<file path="config.mk">
export PLATFORM = sky130hd
export DESIGN_NAME = pkt_crc_sequencer
export DESIGN_NICKNAME = d
export VERILOG_FILES = /design/src/rtl/pkt_crc_sequencer.sv
export SDC_FILE = /design/constraint.sdc
export NUM_CORES = 1
export LEC_CHECK = 0
export ABC_AREA = 1
export CAP_MARGIN = 20
export CORE_UTILIZATION = 35
export DETAILED_ROUTE_END_ITERATION = 16
export GPL_TIMING_DRIVEN = 0
export PLACE_DENSITY_LB_ADDON = 0.12
export SETUP_SLACK_MARGIN = 0.3
export SKIP_LAST_GASP = 1
export SYNTH_ARGS = -nofsm -noshare
export SYNTH_HDL_FRONTEND = slang
export SYNTH_SLANG_ARGS = --single-unit
</file>
<file path="constraint.sdc">
create_clock -name clk -period 1.65 [get_ports clk]
set_input_delay 0.33 -clock clk [delete_from_list [all_inputs] [get_ports clk]]
set_output_delay 0.33 -clock clk [all_outputs]
set_load 0.01 [all_outputs]
</file>
<file path="src/rtl/pkt_crc_sequencer.sv">
// pkt_crc_sequencer
//   Packet-level controller between the input push interface and the
//   crc32 / 8b10b datapath. Frames packets as K.28.1 sync codes, body bytes,
//   then K.28.5. Drives the CRC engine, and when K.28.5 arrives it emits
//   K.23.7, the four CRC bytes (little endian) and then the K.28.5 itself.
//   After K.28.5 is accepted, a guard window follows. Pushes made during the
//   insert sequence or the guard window are dropped.
//
// Optional feature macro: PKT_SEQ_ERRCHK_EN
//   Defined     : proto_err is a sticky flag. It is set by a push while busy,
//                 a wrong sync count on entry to the body, a K.28.7 input, or
//                 a K.28.5 received in IDLE.
//   Not defined : proto_err is tied to 0 and the checker logic is not built.
//
// Ports
//   clk        in   1   clock, rising edge
//   reset      in   1   asynchronous active-low reset
//   pushin     in   1   input byte valid
//   datain     in   9   {K flag, byte}
//   startin    in   1   first byte of packet, qualified by pushin
//   crc_value  in   32  finalised CRC-32, valid 1 cycle after last crc_en
//   crc_init   out  1   load CRC register with all ones before accumulating
//   crc_en     out  1   accumulate crc_data this cycle
//   crc_data   out  8   byte to CRC
//   enc_push   out  1   byte valid to 8b10b encoder
//   enc_data   out  9   {K flag, byte} to encoder
//   enc_start  out  1   first byte of packet to encoder
//   busy       out  1   inserting CRC or in guard window
//   proto_err  out  1   sticky protocol error flag
module pkt_crc_sequencer #(
  parameter int unsigned SYNC_LEN     = 4,
  parameter int unsigned GUARD_CYCLES = 10,
  parameter logic [8:0]  K281         = 9'h13C,
  parameter logic [8:0]  K285         = 9'h1BC,
  parameter logic [8:0]  K237         = 9'h1F7
) (
  input  logic        clk,
  input  logic        reset,
  input  logic        pushin,
  input  logic [8:0]  datain,
  input  logic        startin,
  input  logic [31:0] crc_value,
  output logic        crc_init,
  output logic        crc_en,
  output logic [7:0]  crc_data,
  output logic        enc_push,
  output logic [8:0]  enc_data,
  output logic        enc_start,
  output logic        busy,
  output logic        proto_err
);

  localparam int unsigned        GUARD_W   = $clog2(GUARD_CYCLES + 1);
  localparam logic [GUARD_W-1:0] GUARD_MAX = GUARD_W'(GUARD_CYCLES);

  typedef enum logic [3:0] {
    IDLE, SYNC, BODY, INS_K237, INS_C0, INS_C1, INS_C2, INS_C3, INS_EOP, GUARD
  } state_t;

  state_t             state, state_nxt;
  logic [GUARD_W-1:0] guard_cnt, guard_cnt_nxt;
  logic [31:0]        crc_q, crc_q_nxt;
  logic               crc_init_nxt, crc_en_nxt, enc_push_nxt, enc_start_nxt;
  logic [7:0]         crc_data_nxt;
  logic [8:0]         enc_data_nxt;
  logic               is_k281, is_k285;

  always_comb begin
    is_k281 = (datain == K281);
    is_k285 = (datain == K285);
    busy    = !(state inside {IDLE, SYNC, BODY});
  end

  always_comb begin
    state_nxt     = state;
    guard_cnt_nxt = guard_cnt;
    crc_q_nxt     = crc_q;
    crc_init_nxt  = 1'b0;
    crc_en_nxt    = 1'b0;
    crc_data_nxt  = '0;
    enc_push_nxt  = 1'b0;
    enc_data_nxt  = '0;
    enc_start_nxt = 1'b0;

    case (state)
      IDLE: begin
        if (pushin) begin
          enc_push_nxt  = 1'b1;
          enc_data_nxt  = datain;
          enc_start_nxt = startin;
          if (startin && is_k281) state_nxt = SYNC;
        end
      end
      SYNC, BODY: begin
        if (pushin) begin
          if (startin) begin
            // A new start abandons the open packet; its CRC is never emitted.
            enc_push_nxt  = 1'b1;
            enc_data_nxt  = datain;
            enc_start_nxt = 1'b1;
            state_nxt     = is_k281 ? SYNC : IDLE;
          end else if (is_k285) begin
            // K.28.5 is held back and replayed after the CRC bytes.
            state_nxt     = INS_K237;
            guard_cnt_nxt = GUARD_W'(1);
          end else begin
            enc_push_nxt = 1'b1;
            enc_data_nxt = datain;
            if (!is_k281) begin
              crc_en_nxt   = 1'b1;
              crc_data_nxt = datain[7:0];
              if (state == SYNC) begin
                crc_init_nxt = 1'b1;
                state_nxt    = BODY;
              end
            end
          end
        end
      end
      INS_K237: begin
        enc_push_nxt = 1'b1;
        enc_data_nxt = K237;
        crc_q_nxt    = crc_value;
        state_nxt    = INS_C0;
      end
      INS_C0: begin
        enc_push_nxt = 1'b1;
        enc_data_nxt = {1'b0, crc_q[7:0]};
        state_nxt    = INS_C1;
      end
      INS_C1: begin
        enc_push_nxt = 1'b1;
        enc_data_nxt = {1'b0, crc_q[15:8]};
        state_nxt    = INS_C2;
      end
      INS_C2: begin
        enc_push_nxt = 1'b1;
        enc_data_nxt = {1'b0, crc_q[23:16]};
        state_nxt    = INS_C3;
      end
      INS_C3: begin
        enc_push_nxt = 1'b1;
        enc_data_nxt = {1'b0, crc_q[31:24]};
        state_nxt    = INS_EOP;
      end
      INS_EOP: begin
        enc_push_nxt = 1'b1;
        enc_data_nxt = K285;
        state_nxt    = GUARD;
      end
      GUARD: begin
        if (guard_cnt >= GUARD_MAX) state_nxt = IDLE;
      end
      default: state_nxt = IDLE;
    endcase

    // The guard count runs from K.28.5 acceptance, so it spans the insert states as well.
    if (busy && (guard_cnt < GUARD_MAX)) guard_cnt_nxt = guard_cnt + GUARD_W'(1);
  end

  always_ff @(posedge clk or negedge reset) begin
    if (!reset) begin
      state     <= IDLE;
      guard_cnt <= '0;
      crc_q     <= '0;
      crc_init  <= 1'b0;
      crc_en    <= 1'b0;
      crc_data  <= '0;
      enc_push  <= 1'b0;
      enc_data  <= '0;
      enc_start <= 1'b0;
    end else begin
      state     <= state_nxt;
      guard_cnt <= guard_cnt_nxt;
      crc_q     <= crc_q_nxt;
      crc_init  <= crc_init_nxt;
      crc_en    <= crc_en_nxt;
      crc_data  <= crc_data_nxt;
      enc_push  <= enc_push_nxt;
      enc_data  <= enc_data_nxt;
      enc_start <= enc_start_nxt;
    end
  end

`ifdef PKT_SEQ_ERRCHK_EN
  localparam int unsigned       SYNC_W   = $clog2(SYNC_LEN + 2);
  localparam logic [SYNC_W-1:0] SYNC_EXP = SYNC_W'(SYNC_LEN);
  localparam logic [SYNC_W-1:0] SYNC_SAT = SYNC_W'(SYNC_LEN + 1);
  localparam logic [8:0]        K287     = 9'h1FC;

  logic [SYNC_W-1:0] sync_cnt;
  logic              err_hit;

  always_comb begin
    err_hit = 1'b0;
    if (pushin) begin
      if (busy) err_hit = 1'b1;
      if (datain == K287) err_hit = 1'b1;
      if ((state == IDLE) && is_k285) err_hit = 1'b1;
      if ((state == SYNC) && !startin && !is_k281 && !is_k285 && (sync_cnt != SYNC_EXP))
        err_hit = 1'b1;
    end
  end

  always_ff @(posedge clk or negedge reset) begin
    if (!reset) begin
      sync_cnt  <= '0;
      proto_err <= 1'b0;
    end else begin
      if (err_hit) proto_err <= 1'b1;
      if (pushin && !busy && startin && is_k281)
        sync_cnt <= SYNC_W'(1);
      else if (pushin && (state == SYNC) && is_k281 && (sync_cnt != SYNC_SAT))
        sync_cnt <= sync_cnt + SYNC_W'(1);
    end
  end
`else
  assign proto_err = 1'b0;
`endif

endmodule
</file>
Fig. 1: run 1, routing congestion map
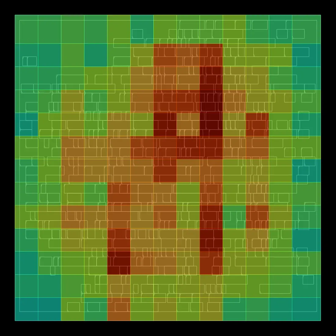
gr usage total: 20.2%
Routed wire per std cell: 14.6 um
GR Layer Usage met1: 25.8%

Fig. 2: run 1, routed clock nets over the placement
The bar under the picture is 20 um long.
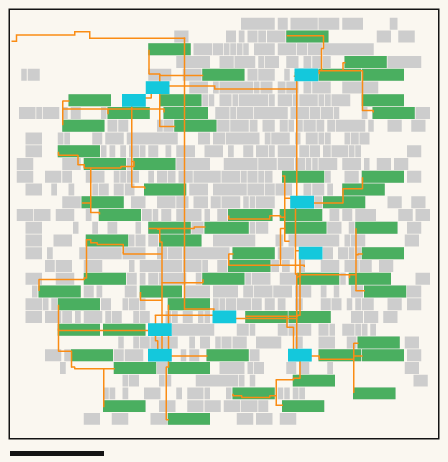
[flip-flops] green | count: 61
[clock drivers] cyan | count: 9
[clock wires] orange | length: 806 um
routed clock nets: 10
flops lie: spread over the die
clock skew: 0.0113 ns
insertion delay at the late pin of the worst-skew pair: 0.34 ns

==> qor.csv, run 1 <==
stage,metric,value,unit
final_timing,max-slew violation total from the final report,0,
final_timing,Final Cycle Share,92.1,%
pwr,clock group power,0.00170,W
run_status,run status,"complete, no violations",
synth,Post-Syn Instances,348,
global_routing,via count of the first global-routing pass,2739,
routing,violation count after the first detailed-routing iteration,111,
run,number of max-capacitance violations reported,0,
hold_path,hold endpoint,crc_data[3],
global_routing,largest net degree at the start of global routing,40,
synth,main flop type,sky130_fd_sc_hd__dfrtp_1,
cts,Resized Gates After CTS,114,
synth,count of different cell masters after synthesis,27,
synth,Synth Net Count,395,
setup_path,data required time at the worst endpoint,1.32,ns
final_timing,TNS Setup,0,ns
synth,synth warn,0,
layout,clock tree buffer count of the final layout,13,
layout,fraction of final layout cells with drive strength greater than 1,42.8,%
final_timing,final-report hold violation count,0,
placement,Routability Congestion,0.838,
setup_path,endpoint arrival time on the critical path,1.19,ns
synth,Top-area cell share,54.6,%
final_timing,unrepaired setup endpoints after global routing,yes,
pwr,Sequential Power,0.00254,W
routing,detailed-route vias per instance,4.73,
die,number of tap cells inserted,102,
layout,clock network area share,5.25,%
pwr,portion of total power attributed to combinational logic,47.5,%
Fig. 3: run 1, placed cells, one color a class
The bar under the picture is 20 um long.
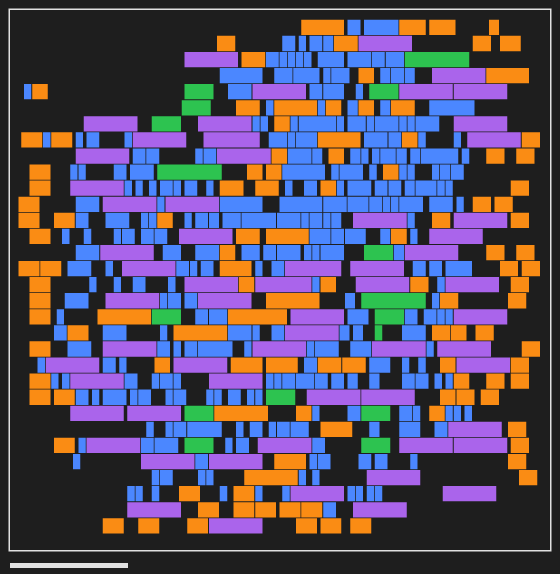
| class | color | cells |
|---|---|---|
| combinational and other logic | blue | 282 |
| sequential cells | purple | 61 |
| clock drivers and dummy loads | green | 16 |
| remaining buffers and delay cells | orange | 115 |
sequential fraction of total cell area: 31.0%
area inside the core boundary: 7730 um^2
final standard cell utilization of the core: 63.8%

Fig. 4: run 1, floorplan with the power grid
The bar under the picture is 20 um long. Pins as bars on the die edge.
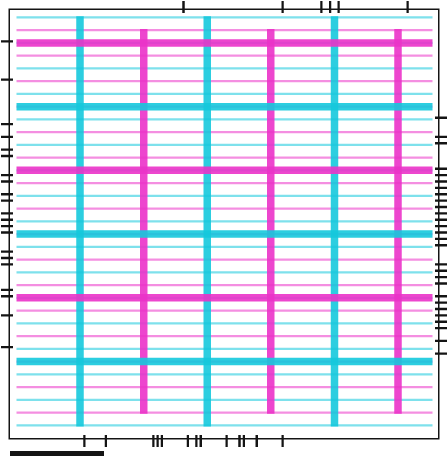
| net | color |
|---|---|
| VSS | cyan |
| VDD | magenta |
met1 rails: 33
met4 straps: 6
die width: 91.3 um
Worst VDD drop: 620 uV
die height: 91.3 um

## run 1: layer usage
metal,GRT usage [%],wire (um),share of wire [%],vias up
met5,0,0,0,-
met4,10.3,167,2.0,0
met3,3.69,421,5.0,18
met2,32.7,4170,49,88
met1,25.8,3670,44,1285
li1,-,-,-,1336
## run 1: stage by stage
step                worst slack, ns  power, W  utilization [%]  area [um^2]  std cells
detailed placement           -0.230   0.00465             46.6         3600        517
CTS                           0.142   0.00701             56.3         4350        560
global placement              -1.70   0.00460             46.4         3580        516
floorplan                     0.392   0.00377                -         2790        348
finish                        0.131   0.00808             63.8         4930        576
global route                 0.0885   0.00856             63.8         4930        576
## run 1: how the worst max path moves through the flow
stage                   endpoint  slack, ns  depth (start not counted)
detailed placement  guard_cnt[0]      -0.23                          7
global route            state[1]       0.09                         10
floorplan           guard_cnt[2]       0.39                          7
finish                      busy       0.13                          3
global placement        crc_q[1]      -1.70                          1
CTS                         busy       0.14                          3
## run 1: placed cells by master (no fill, tap or decap), types with 3 or more instances in the layout
cell	synthesis	routed
sky130_fd_sc_hd__nand3_1	18	9
sky130_fd_sc_hd__nand2_4	2	13
sky130_fd_sc_hd__nor2_4	3	14
sky130_fd_sc_hd__bufinv_16	0	3
sky130_fd_sc_hd__nand2_8	0	4
sky130_fd_sc_hd__a21oi_4	0	3
sky130_fd_sc_hd__nor2_1	20	9
sky130_fd_sc_hd__buf_6	1	9
sky130_fd_sc_hd__buf_8	0	5
sky130_fd_sc_hd__a21oi_2	0	5
sky130_fd_sc_hd__dfrtp_2	0	3
sky130_fd_sc_hd__a21oi_1	16	8
sky130_fd_sc_hd__nand2_1	169	96
sky130_fd_sc_hd__nand3_2	1	8
sky130_fd_sc_hd__inv_2	3	8
sky130_fd_sc_hd__nand4_1	3	3
sky130_fd_sc_hd__clkbuf_16	0	5
sky130_fd_sc_hd__nor2_2	3	4
sky130_fd_sc_hd__buf_12	0	5
sky130_fd_sc_hd__clkdlybuf4s50_1	0	32
sky130_fd_sc_hd__clkbuf_8	0	12
sky130_fd_sc_hd__dfrtp_1	61	58
sky130_fd_sc_hd__dlygate4sd2_1	0	30
sky130_fd_sc_hd__buf_4	1	24
sky130_fd_sc_hd__inv_1	21	12
sky130_fd_sc_hd__nand2_2	2	60
## run 1: sequential cells by signal, summed over array words and instances, names as in the netlist
name,count
crc_q,32
guard_cnt,4
enc_data,9
state,4
crc_data,8
enc_start,1
crc_init,1
crc_en,1
enc_push,1
## run 1: critical path, cell delays in order (launching register included)
cell,delay (ns)
sky130_fd_sc_hd__dfrtp_2,0.44
sky130_fd_sc_hd__nor2_4,0.19
sky130_fd_sc_hd__nand2_2,0.10
sky130_fd_sc_hd__buf_6,0.13
## run 1: cells by family (layout without fill, tap and decap cells)
kind of cell / after synthesis / after routing / share of synthesized area, %
other cells: 1 / 1 / 0.134
fa+ha+maj: 2 / 2 / 0.896
buf+inv: 32 / 156 / 4.97
compound gates: 22 / 22 / 4.08
simple gates: 229 / 231 / 35.0
xor+xnor: 1 / 1 / 0.314
flops: 61 / 61 / 54.6
Fig. 5: run 1, routed metal, one color a layer
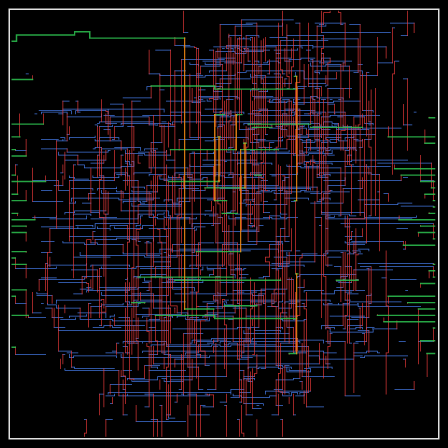

==> run 2, diff against run 1 <==
--- a/config.mk
+++ b/config.mk
@@ -6,12 +6,11 @@
 export NUM_CORES = 1
 export LEC_CHECK = 0
 export ABC_AREA = 1
-export CAP_MARGIN = 20
 export CORE_UTILIZATION = 35
+export CTS_CLUSTER_DIAMETER = 120
 export DETAILED_ROUTE_END_ITERATION = 16
 export GPL_TIMING_DRIVEN = 0
 export PLACE_DENSITY_LB_ADDON = 0.12
-export SETUP_SLACK_MARGIN = 0.3
 export SKIP_LAST_GASP = 1
 export SYNTH_ARGS = -nofsm -noshare
 export SYNTH_HDL_FRONTEND = slang
Fig. 6: run 2, routed metal, one color a layer
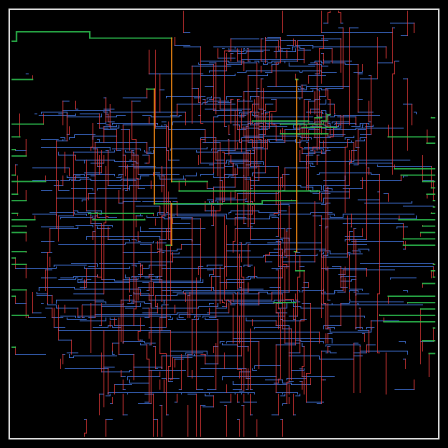
| layer | color | wire length |
|---|---|---|
| metal 1 | blue | 3,300 um |
| metal 3 | green | 347 um |
| metal 4 | orange | 101 um |
| metal 2 | red | 2,800 um |
Routed wire per std cell: 12.3 um
total number of vias: 2,402
drt total wl: 6550 um
gr usage total: 17.9%

Fig. 7: run 2, routing congestion map
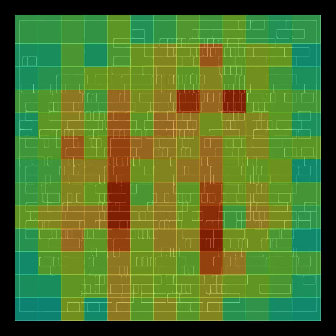
met3 routing resource usage after global routing: 3.43%
met2 Use GR: 27.0%

==> run 2 against run 1 <==
Compared with the run above:
- final cell count down 7.3%
- non-clock buffer count down 39
- sequential power down 6%
- first-iteration DRC count down 3.6%
- maximum frequency down 5.1%
- clock skew up 0.0014 ns
- hold slack better by 0.077 ns
- combinational power down 42%
- critical path type unchanged
==> qor.csv, run 2 <==
stage,metric,value,unit
final_timing,max-slew violation total from the final report,0,
hold_path,hold endpoint,crc_q[23],
global_routing,via count of the first global-routing pass,2454,
synth,Synth Net Count,395,
setup_path,stage delay of the slowest cell on the critical path,0.43,ns
die,area inside the core boundary,7730,um^2
routing,detailed-route vias per instance,4.50,
synth,main flop type,sky130_fd_sc_hd__dfrtp_1,
routing,violation count after the first detailed-routing iteration,107,
layout,Largest Register,crc_q,
run,number of max-capacitance violations reported,0,
layout,"number of standard cells in the layout, taps in and fillers out",534,
setup_path,data required time at the worst endpoint,1.32,ns
run_status,run status,"complete, no violations",
synth,Post-Syn Instances,348,
pwr,overall power after layout,0.00631,W
pwr,portion of total power attributed to combinational logic,35.2,%
final_timing,final-report hold violation count,0,
final_timing,unrepaired setup endpoints after global routing,yes,
setup_path,CP Cell Sequence,nor2_2 > nand2_2 > clkdlybuf4s15_2,
setup_path,endpoint arrival time on the critical path,1.27,ns
layout,most frequent logic cells in the routed design,"sky130_fd_sc_hd__nand2_1, sky130_fd_sc_hd__clkdlybuf4s50_1, sky130_fd_sc_hd__dfrtp_1, sky130_fd_sc_hd__inv_1",
cts,insertion delay at the late pin of the worst-skew pair,0.34,ns
synth,synth warn,0,
run 2: routing by layer:
layer,share of wire (%),track usage (%),vias to the layer above
li1,-,-,1237
met1,50,24.6,1078
met2,43,27.0,78
met3,5.3,3.43,9
met4,1.5,8.73,0
met5,0,0,-
run 2: layout make-up:
class / instances / share of cell area, %
well taps: 102 / 3.29
repair buffers: 68 / 17.7
flip-flops and latches: 61 / 39.3
plain buffers: 8 / 1.26
clock inverters: 3 / 2.32
clock buffers: 13 / 4.35
multi-input cells: 255 / 29.4
inverters: 24 / 2.32
run 2: cells by family after synthesis:
group | after synthesis | synth area share, %
compound gates | 22 | 4.08
fa+ha+maj | 2 | 0.896
flops | 61 | 54.6
simple gates | 229 | 35.0
other cells | 1 | 0.134
xor+xnor | 1 | 0.314
buf+inv | 32 | 4.97
run 2: metrics by stage:
| stage | setup TNS [ns] | utilization [%] |
|---|---|---|
| 2_1_floorplan | 0 | - |
| 3_3_place_gp | -106.07 | 46.4 |
| 3_5_place_dp | -2.49 | 46.6 |
| 4_1_cts | 0 | 50.1 |
| 5_1_grt | -0.0109 | 50.2 |
| 6_report | 0 | 50.2 |
run 2: worst reg2reg max path: stages (launching register included):
cell and delay (ns):
sky130_fd_sc_hd__dfrtp_1 0.41, sky130_fd_sc_hd__inv_1 0.10, sky130_fd_sc_hd__nand2_2 0.12, sky130_fd_sc_hd__nor2_2 0.40
sky130_fd_sc_hd__nand2_1 0.11, sky130_fd_sc_hd__and3_1 0.23, sky130_fd_sc_hd__nand3_1 0.08
run 2: how the worst max path moves through the flow:
stage                              end  slack [ns]  depth (start not counted)
after floorplan           guard_cnt[2]        0.39                          7
after global placement        crc_q[1]       -1.70                          1
after detailed placement  guard_cnt[0]       -0.23                          7
after CTS                         busy       0.001                          4
after global routing              busy       -0.01                          3
final                             busy        0.05                          3
run 2: timing repair:
item,in CTS,in global routing
gates resized,4,3
endpoints found under the setup margin,1,3
hold buffers,1,0
endpoints found under the hold margin,22,0
pin swaps,0,0
run 2: power by group through the flow:
stage               sequential (W)  combinational [W]  clock, W
floorplan                  0.00243            0.00134         0
global placement           0.00241            0.00218         0
detailed placement         0.00243            0.00222         0
CTS                        0.00241            0.00223   0.00172
global route               0.00248            0.00253   0.00179
finish                     0.00240            0.00222   0.00169
==> run 3, diff against run 2 <==
--- a/config.mk
+++ b/config.mk
@@ -6,6 +6,7 @@
 export NUM_CORES = 1
 export LEC_CHECK = 0
 export ABC_AREA = 1
+export CAP_MARGIN = 10
 export CORE_UTILIZATION = 35
 export CTS_CLUSTER_DIAMETER = 120
 export DETAILED_ROUTE_END_ITERATION = 16
Fig. 8: run 3, placed cells, one color a class
The bar under the picture is 20 um long.
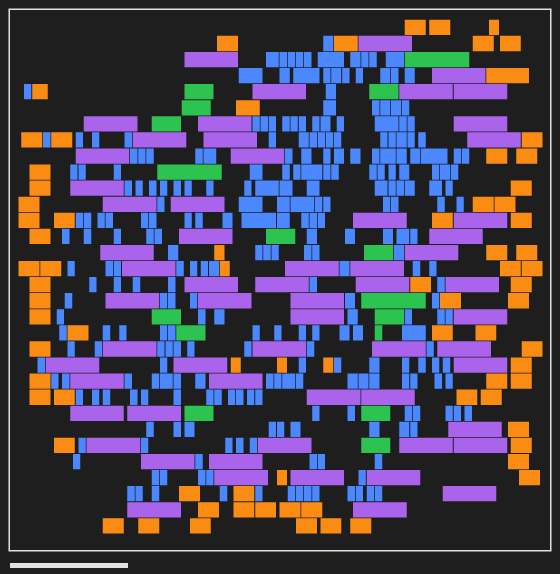
sequential fraction of total cell area: 39.3%
final standard cell utilization of the core: 50.2%
Rows: 32
post-route cell area: 3880 um^2

Fig. 9: run 3, floorplan with the power grid
The bar under the picture is 20 um long. Pins as bars on the die edge.
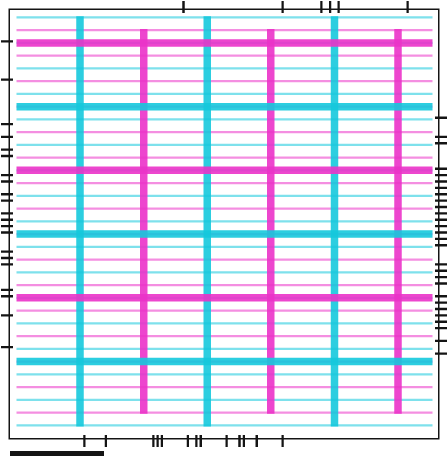
| net | color |
|---|---|
| VSS | cyan |
| VDD | magenta |
rows: 32
signal pins: 68
met5 straps: 6
met1 rails: 33
Worst VDD drop: 532 uV

==> run 3 against run 2 <==
Compared with the run above:
- clock skew unchanged
- critical path depth unchanged
- global-route usage is the same
- clock power about the same
- maximum frequency is the same
- sequential power about the same
- wire length stayed put
- power stayed put
- critical path type unchanged
- critical endpoint unchanged
==> qor.csv, run 3 <==
stage,metric,value,unit
synth,complex-gate fraction of the synthesized area,4.08,%
layout,top flop regs,"crc_q (32), enc_data (9), crc_data (8)",
die,number of primary I/O pins,68,
setup_path,Critical Path Fanout Max,4,
pwr,overall power after layout,0.00631,W
final_timing,clock skew,0.0127,ns
placement,Routability Congestion,0.838,
synth,Post-Syn Instances,348,
final_timing,TNS Setup,0,ns
routing,detailed-route vias per instance,4.50,
routing,Post-route DRC,0,
run_status,run status,"complete, no violations",
final_timing,max-slew violation total from the final report,0,
synth,Synth logic family,simple AND/OR/NAND/NOR gates,
run,number of max-capacitance violations reported,0,
synth,Synth Net Count,395,
synth,main flop type,sky130_fd_sc_hd__dfrtp_1,
synth,xor/xnor share of the synthesized area,0.313,%
synth,Top-area cell share,54.6,%
synth,"post-synthesis share of cell area spent on full adders, half adders and majority gates",0.896,%
layout,fraction of final layout cells with drive strength greater than 1,10.6,%
final_timing,unrepaired setup endpoints after global routing,yes,
layout,Largest Register,crc_q,
die,die height,91.3,um
final_timing,Final Cycle Share,97.0,%
setup_path,data required time at the worst endpoint,1.32,ns
cts,insertion delay at the late pin of the worst-skew pair,0.34,ns
layout,"leading cell type in the layout, fill and taps excluded",sky130_fd_sc_hd__nand2_1,
synth,MUX share of area,0,%
routing,total number of vias,2402,
routing,violation count after the first detailed-routing iteration,107,
die,die width,91.3,um
global_routing,gr usage total,17.9,%
synth,synth warn,0,
synth,count of different cell masters after synthesis,27,
routing,drt total wl,6550,um
global_routing,largest net degree at the start of global routing,40,
global_routing,via count of the first global-routing pass,2454,
routing,Routed wire per std cell,12.3,um
layout,Largest register FFs,32,
die,area inside the core boundary,7730,um^2
synth,number of flops mapped to enable cells by yosys,0,
==> run 3: path summary, 6_finish.rpt <==
path,startpoint,endpoint,slack (ns),depth (start not counted)
max,state[2],busy,0.05,3
min,crc_q[23],crc_q[23],0.47,2
max reg2reg,state[3],enc_data[1],0.14,6
min reg2reg,crc_q[23],crc_q[23],0.47,2
max in group asynchronous,reset,state[3],0.55,3
min in group asynchronous,reset,crc_q[17],0.52,2
==> run 3: logic make-up (layout without fill, tap and decap cells) <==
group | count (synthesis) | count (layout)
AND/OR/NAND/NOR | 229 | 229
flip-flops | 61 | 61
buffers and inverters | 32 | 116
AND-OR/OR-AND | 22 | 22
adder cells (fa/ha/maj) | 2 | 2
other | 1 | 1
XOR/XNOR | 1 | 1
==> run 3: what timing repair did <==
item,4_1_cts,5_1_grt
setup buffers,0,0
gates resized,4,3
hold buffers,1,0
endpoints found under the hold margin,22,0
endpoints found under the setup margin,1,3
==> run 3: layout make-up <==
type	instances	area, um^2	share of cell area, %
multi-input cells	255	1140	29.4
clock buffers	13	169	4.35
repair buffers	68	687	17.7
clock inverters	3	90.1	2.32
plain buffers	8	48.8	1.26
flip-flops and latches	61	1530	39.3
well taps	102	128	3.29
inverters	24	90.1	2.32
==> run 3: per-layer routing <==
metal	routed length, um	global-route usage (%)	vias up
met5	0	0	-
met4	100	8.73	0
met3	347	3.43	9
met2	2800	27.0	78
met1	3300	24.6	1078
li1	-	-	1237
==> run 3: where the power goes <==
group / switching [W] / internal [W] / leakage (nW) / total [W]
clock network: 0.000561 / 0.00113 / 0.130 / 0.00169
registers: 0.000302 / 0.00210 / 0.752 / 0.00240
logic: 0.00129 / 0.000932 / 1.08 / 0.00222
total: 0.00215 / 0.00416 / 1.96 / 0.00631
==> run 3: per-stage QoR <==
stage | hold WS (ns) | std cells
2_1_floorplan | 0.0344 | 348
3_3_place_gp | 0.454 | 516
3_5_place_dp | 0.350 | 517
4_1_cts | 0.476 | 534
5_1_grt | 0.495 | 534
6_report | 0.471 | 534
==> run 3: critical path: stages, from the launching register on <==
cell and delay [ns]:
sky130_fd_sc_hd__dfrtp_1 0.43, sky130_fd_sc_hd__nor2_2 0.18, sky130_fd_sc_hd__nand2_2 0.09, sky130_fd_sc_hd__clkdlybuf4s15_2 0.23
Power figures rest on the tool's default switching activity, not on a simulated workload.
